File: src/rtl/line_cache_pkg.sv
// Shared constants for line_cache: word/line geometry, address field positions,
// FSM state encoding and a saturating counter helper.
package line_cache_pkg;

    localparam int unsigned WORD_SIZE = 16;
    localparam int unsigned LINE_SIZE = 64;
    localparam int unsigned NUM_LINES = 4;

    localparam int unsigned OFF_W   = 2;
    localparam int unsigned IDX_LSB = 2;
    localparam int unsigned IDX_W   = 2;
    localparam int unsigned TAG_LSB = 4;
    localparam int unsigned TAG_W   = 12;

    typedef enum logic [1:0] {
        StIdle  = 2'd0,
        StResp  = 2'd1,
        StFill  = 2'd2,
        StWrMem = 2'd3
    } state_e;

    function automatic logic [WORD_SIZE-1:0] sat_inc(input logic [WORD_SIZE-1:0] v);
        return (v == {WORD_SIZE{1'b1}}) ? v : v + 1'b1;
    endfunction

endpackage

File: src/rtl/line_cache_array.sv
// Direct-mapped valid/tag/data storage: combinational lookup, synchronous
// whole-line fill and single-word write. Only the valid bits are reset.
module line_cache_array
    import line_cache_pkg::*;
(
    input  logic                 clk,
    input  logic                 reset,
    input  logic [IDX_W-1:0]     i_idx,
    input  logic [TAG_W-1:0]     i_tag,
    input  logic [OFF_W-1:0]     i_off,
    output logic                 o_hit,
    output logic [WORD_SIZE-1:0] o_word,
    input  logic                 i_fill_en,
    input  logic [LINE_SIZE-1:0] i_fill_line,
    input  logic                 i_wr_en,
    input  logic [WORD_SIZE-1:0] i_wr_word
);

    logic [NUM_LINES-1:0] r_valid;
    logic [TAG_W-1:0]     r_tag  [NUM_LINES];
    logic [LINE_SIZE-1:0] r_data [NUM_LINES];

    always_ff @(posedge clk or posedge reset) begin
        if (reset) begin
            r_valid <= '0;
        end else if (i_fill_en) begin
            r_valid[i_idx] <= 1'b1;
        end
    end

    always_ff @(posedge clk) begin
        if (i_fill_en) begin
            r_tag[i_idx]  <= i_tag;
            r_data[i_idx] <= i_fill_line;
        end else if (i_wr_en) begin
            r_data[i_idx][{i_off, 4'b0000} +: WORD_SIZE] <= i_wr_word;
        end
    end

    assign o_hit  = r_valid[i_idx] && (r_tag[i_idx] == i_tag);
    assign o_word = r_data[i_idx][{i_off, 4'b0000} +: WORD_SIZE];

endmodule

File: src/rtl/line_cache.sv
// Direct-mapped, write-through, no-write-allocate cache with a line-wide read
// port to memory, single-word write-through, and saturating hit/miss counters.
module line_cache
    import line_cache_pkg::*;
(
    input  logic                 clk,
    input  logic                 reset,
    input  logic                 readC,
    input  logic                 writeC,
    input  logic [WORD_SIZE-1:0] address,
    input  logic [WORD_SIZE-1:0] wdata_dp,
    output logic [WORD_SIZE-1:0] rdata_dp,
    output logic                 readyC,
    output logic                 readM,
    output logic                 writeM,
    output logic [WORD_SIZE-1:0] mem_address,
    input  logic [LINE_SIZE-1:0] mem_rdata,
    output logic [LINE_SIZE-1:0] mem_wdata,
    input  logic                 readyM,
    output logic [WORD_SIZE-1:0] hit_count,
    output logic [WORD_SIZE-1:0] miss_count
);

    state_e                r_state, w_state_d;
    logic                  r_ready, w_ready_d;
    logic                  r_readm, w_readm_d;
    logic                  r_writem, w_writem_d;
    logic [WORD_SIZE-1:0]  r_rdata, w_rdata_d;
    logic [WORD_SIZE-1:0]  r_maddr, w_maddr_d;
    logic [LINE_SIZE-1:0]  r_mwdata, w_mwdata_d;
    logic [WORD_SIZE-1:0]  r_hits, w_hits_d;
    logic [WORD_SIZE-1:0]  r_misses, w_misses_d;

    logic                  w_hit;
    logic [WORD_SIZE-1:0]  w_word;
    logic                  w_fill_en;
    logic                  w_wr_en;
    logic [OFF_W-1:0]      w_off;
    logic [WORD_SIZE-1:0]  w_fill_word;

    assign w_off       = address[OFF_W-1:0];
    assign w_fill_word = mem_rdata[{w_off, 4'b0000} +: WORD_SIZE];

    line_cache_array u_array (
        .clk         (clk),
        .reset       (reset),
        .i_idx       (address[IDX_LSB +: IDX_W]),
        .i_tag       (address[TAG_LSB +: TAG_W]),
        .i_off       (w_off),
        .o_hit       (w_hit),
        .o_word      (w_word),
        .i_fill_en   (w_fill_en),
        .i_fill_line (mem_rdata),
        .i_wr_en     (w_wr_en),
        .i_wr_word   (wdata_dp)
    );

    always_comb begin
        w_state_d  = r_state;
        w_ready_d  = 1'b0;
        w_readm_d  = r_readm;
        w_writem_d = r_writem;
        w_rdata_d  = r_rdata;
        w_maddr_d  = r_maddr;
        w_mwdata_d = r_mwdata;
        w_hits_d   = r_hits;
        w_misses_d = r_misses;
        w_fill_en  = 1'b0;
        w_wr_en    = 1'b0;
        unique case (r_state)
            StIdle: begin
                if (writeC) begin
                    // Write-through always; only a hit touches the cached line.
                    w_wr_en    = w_hit;
                    w_writem_d = 1'b1;
                    w_maddr_d  = address;
                    w_mwdata_d = {{(LINE_SIZE - WORD_SIZE){1'b0}}, wdata_dp};
                    if (w_hit) w_hits_d = sat_inc(r_hits);
                    else       w_misses_d = sat_inc(r_misses);
                    w_state_d  = StWrMem;
                end else if (readC) begin
                    if (w_hit) begin
                        w_rdata_d = w_word;
                        w_hits_d  = sat_inc(r_hits);
                        w_ready_d = 1'b1;
                        w_state_d = StResp;
                    end else begin
                        w_misses_d = sat_inc(r_misses);
                        w_readm_d  = 1'b1;
                        w_maddr_d  = {address[WORD_SIZE-1:IDX_LSB], {IDX_LSB{1'b0}}};
                        w_state_d  = StFill;
                    end
                end
            end
            StFill: begin
                if (readyM) begin
                    w_fill_en = 1'b1;
                    w_rdata_d = w_fill_word;
                    w_readm_d = 1'b0;
                    w_ready_d = 1'b1;
                    w_state_d = StResp;
                end
            end
            StWrMem: begin
                if (readyM) begin
                    w_writem_d = 1'b0;
                    w_ready_d  = 1'b1;
                    w_state_d  = StResp;
                end
            end
            StResp: begin
                w_state_d = StIdle;
            end
            default: w_state_d = StIdle;
        endcase
    end

    always_ff @(posedge clk or posedge reset) begin
        if (reset) begin
            r_state  <= StIdle;
            r_ready  <= 1'b0;
            r_readm  <= 1'b0;
            r_writem <= 1'b0;
            r_rdata  <= '0;
            r_maddr  <= '0;
            r_mwdata <= '0;
            r_hits   <= '0;
            r_misses <= '0;
        end else begin
            r_state  <= w_state_d;
            r_ready  <= w_ready_d;
            r_readm  <= w_readm_d;
            r_writem <= w_writem_d;
            r_rdata  <= w_rdata_d;
            r_maddr  <= w_maddr_d;
            r_mwdata <= w_mwdata_d;
            r_hits   <= w_hits_d;
            r_misses <= w_misses_d;
        end
    end

    assign readyC      = r_ready;
    assign readM       = r_readm;
    assign writeM      = r_writem;
    assign rdata_dp    = r_rdata;
    assign mem_address = r_maddr;
    assign mem_wdata   = r_mwdata;
    assign hit_count   = r_hits;
    assign miss_count  = r_misses;

endmodule

File: config.mk
export PLATFORM = sky130hd
export DESIGN_NAME = line_cache
export DESIGN_NICKNAME = d
export VERILOG_FILES = /design/src/rtl/line_cache_pkg.sv /design/src/rtl/line_cache_array.sv /design/src/rtl/line_cache.sv
export SDC_FILE = /design/constraint.sdc
export NUM_CORES = 1
export LEC_CHECK = 0
export CAP_MARGIN = 40
export CORE_UTILIZATION = 64
export CTS_CLUSTER_SIZE = 40
export DETAILED_ROUTE_END_ITERATION = 6
export DONT_BUFFER_PORTS = 1
export PLACE_DENSITY = 0.77
export RECOVER_POWER = 50
export SLEW_MARGIN = 40
export SYNTH_ARGS = -nofsm -noshare
export SYNTH_HDL_FRONTEND = slang
export SYNTH_SLANG_ARGS = --single-unit
File: constraint.sdc
create_clock -name clk -period 5.5 [get_ports clk]
set_input_delay 0.825 -clock clk [delete_from_list [all_inputs] [get_ports clk]]
set_output_delay 0.825 -clock clk [all_outputs]
set_load 0.02 [all_outputs]
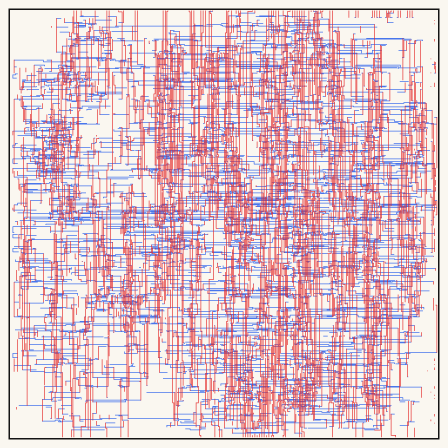
metal_stack.png
Only two layers are drawn.
| layer | color | wire length |
|---|---|---|
| met1 | blue | 15700 microns |
| met2 | red | 20.3 mm |
Routed WL per cell: 27.37 microns
GRT Resource Usage Total: 31.85%
via count: 10800
aggregate routed wire length: 44.24 mm

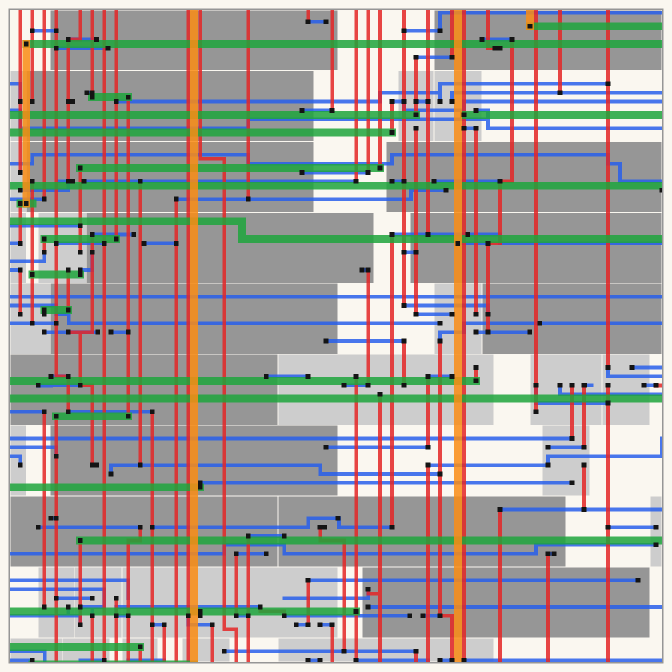
zoom.png
Region (113, 29) to (138, 54) microns. Cells in gray, sequential cells in the stronger gray; small squares are vias.
| layer | color |
|---|---|
| met3 | green |
| met4 | orange |
| met2 | red |
| met1 | blue |
cells with their middle in the window: 26
netlist names of flops here include: u_array.r_data (14)
sequential cells in the window: 14
most frequent: edfxtp_1 (14), o21ai_0 (5)

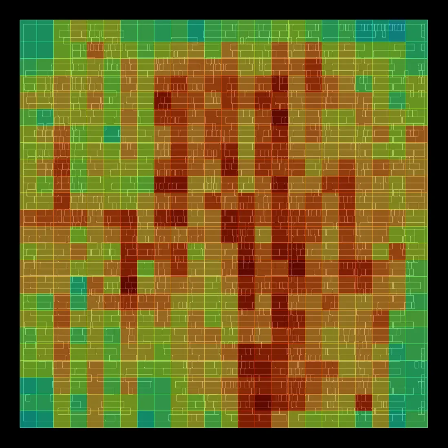
final_congestion.png
met1 track demand over resource in global routing: 42.68%
met2 routing resource usage after global routing: 48.46%
GR peak layer: met2
M3 GR Usage: 9.147%
final core area utilization: 70.43%

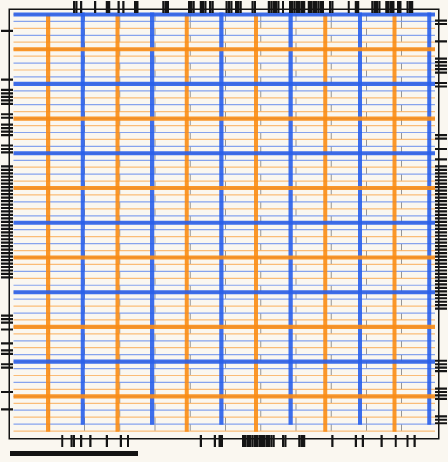
pdn.png
The bar under the picture is 50 microns long. Pins as bars on the die edge. Tap cells in gray.
| net | color |
|---|---|
| VDD | blue |
| VSS | orange |
signal pins: 232
met1 rails: 61
rows: 60
met4 straps: 12
width of the die: 167.7 microns
highest ir drop seen on vdd: 408.3 uV

==> out/metrics.cfg <==
[cts]
clock_tree_from_tritoncts = yes
cts_post_setup_buffers_inserted = 0
worst_skew_pair.late_latency_ps = 530
clock_tree.buffer_depth = 3
cts.repair.resized = 0
ctsHtreeMaxLevel = 2

[critical_path]
critical-path-max-stage-delay_ps = 940
cp_data_required_time_ps = 5700
path_buffers = 1
cp_num_cells = 8
reg2reg_depth = 8
crit_slowest_cell = clkbuf_2
worstPathCellList = mux4_2 > xnor2_1 > nand4_1 > a2111o_1 > or2_0 > clkbuf_2 > o21ai_0 > o21ai_0
start_kind = flip-flop
cp_max_fo = 64
cp_data_arrival_time_ps = 4560
setup.worst_path.class = flip-flop to flip-flop

[floorplanning]
io_pins = 232
initial_util_pct = 65.17
placementRows = 60
die-area_sq_mm = 0.02811
design.core.area_sq_mm = 0.02695

[yosys]
synth-edff-count = 304
netlist_instances = 1255
synth_stat.cells = 1255
synth.cells.most_frequent = edfxtp_1, nand2_1, o21ai_0
yosys.stat.seqShare_pct = 64.65
synth.yosys.warnings = 0
top_cells_by_area = edfxtp_1, dfrtp_1, mux4_2
top_cell_area_share_pct = 51.97
postSynth.asyncResetShare_pct = 22.65
yosys.cell_types.count = 52
ys.flops = 393
synth_dominant_cell_count = edfxtp_1
yosys_most_used_dff = edfxtp_1
synth_top_cell_by_area = edfxtp_1

[power]
p_total_mw = 7.978
power_frac_seq_pct = 50.8
cell_internal_pwr_mw = 5.622
sw_frac_of_total_pct = 29.52
p_sw_mw = 2.355
power.combinational.fraction_pct = 15.8
total_power_density_per_cell_area_mw_per_mm2 = 420.3
power_frac_clock_pct = 33.4

[sta]
worst_slew_margin_rel_pct = -37.76
hold_viol = 0
worst_clock_skew_ps = 10.31
final_worst_path_period_need_ps = 4358
timing_max_transition_violations_final = 32
rsz0062_at_grt = false
final.period_utilization_pct = 79.24

[placement]
routabilityCongestion = 0.8350
dpl.hpwl_mm = 27.72

[global_route]
first_global_vias = 10670
wire_length_of_the_first_global_routing_pass_mm = 65.42
initial_antenna_violation_count = 0
grt_start_max_net_pins = 95

[layout]
filler_cell_count = 1732
postLayoutCellArea_sq_mm = 0.01898
areaGrowthSynthToFinish_pct = 8.071
final_nets = 1353

[flow_run]
cap_violations = 2

[status]
status = finished, violations left
violations_in_the_final_reports = capacitance limit, slew limit

[drt]
final_antenna_net_count = 0
initial_drc_count = 1263
detailedRoute.firstPassIterationCount = 5
drt-vias-per-instance = 6.685

worst reg2reg max path: cells and delay by family (launching register included):
family,cells,cell delay [ps]
AND/OR/NAND/NOR,2,850
XOR/XNOR,1,210
flip-flops,1,370
multiplexers,1,480
AND-OR/OR-AND,3,1180
buffers and inverters,1,950
cell type report:
cell class | instances | area, sq um | area share [%]
flip-flops and latches | 393 | 11360 | 59.82
multi-input cells | 773 | 5698 | 30.02
clock buffers | 50 | 1080 | 5.688
well taps | 341 | 426.7 | 2.248
clock inverters | 21 | 201.4 | 1.061
repair buffers | 29 | 185.2 | 0.9755
inverters | 9 | 35.03 | 0.1846
worst paths after layout:
check / from / to / slack [ps]
max: u_array.r_tag[3][1] / u_array.r_data[0][41] / 1140
min: reset / mem_address[10] / 290
max reg2reg: u_array.r_tag[3][1] / u_array.r_data[0][41] / 1140
min reg2reg: u_array.r_valid[1] / u_array.r_valid[1] / 470
max in group asynchronous: reset / rdata_dp[13] / 4060
min in group clk: address[13] / u_array.r_tag[3][9] / 390
flip-flops by register name, indices dropped and copies added (netlist names):
| register | count |
|---|---|
| u_array.r_data | 256 |
| u_array.r_tag | 48 |
| hit_count | 16 |
| mem_address | 16 |
| mem_wdata | 16 |
| miss_count | 16 |
| rdata_dp | 16 |
| u_array.r_valid | 4 |
| r_state | 2 |
| readM | 1 |
| readyC | 1 |
| writeM | 1 |
layer usage:
layer	part of all wire [%]	GRT usage (%)	routed length [microns]	vias up
li1	-	-	-	4654
met1	35	42.68	15690	5311
met2	46	48.46	20340	728
met3	14	9.147	5990	110
met4	5.0	15.44	2220	0
met5	0	0	0	-
layout by cell type, fill, tap and decap left out, drive strengths merged, types with 4 or more instances in the layout:
cell type  instances
or2                4
clkbuf            60
clkinv            18
nand4             14
o21ai            136
nor2b              4
edfxtp           304
nor3               9
dfrtp             89
nor4               9
nor2              14
nand2            171
mux2i             10
inv                7
buf               19
a211oi             4
and3               6
a21oi             94
mux4              71
conb              48
xnor2             21
nand3             20
a22o              19
a22oi             17
mux2              48
xor2              20
nor4b              4
bufinv             4
ha                 7
kinds of logic after synthesis:
| logic type | after synthesis | share of synthesized area (%) |
|---|---|---|
| adders and majority gates | 7 | 0.4986 |
| muxes | 129 | 12.75 |
| buffers and inverters | 136 | 4.117 |
| AOI/OAI and AO/OA | 282 | 9.054 |
| and+or+nand+nor | 266 | 6.860 |
| xor gates and xnor gates | 41 | 2.044 |
| DFF | 393 | 64.65 |
| other | 1 | 0.02135 |
power by group through the flow:
stage	Combinational, mW	Sequential [mW]	Clock, mW
after CTS	1.27	4.05	2.68
after global routing	1.36	4.09	2.79
after detailed placement	1.26	4.11	0
final	1.26	4.05	2.66
after global placement	1.22	4.10	0
after floorplan	0.980	4.02	0
stage by stage:
stage / setup WS [ps] / hold slack, ps / cells / utilization (%)
floorplan: 957.2 / 427.4 / 1302 / -
global placement: 1161 / 450.4 / 1545 / 65.88
detailed placement: 1121 / 454.6 / 1545 / 65.99
CTS: 1612 / 101.6 / 1616 / 70.74
global route: 877.1 / 344.6 / 1616 / 70.43
finish: 1142 / 290.8 / 1616 / 70.43
No activity file was given, so power comes from the tool's default toggle rates.
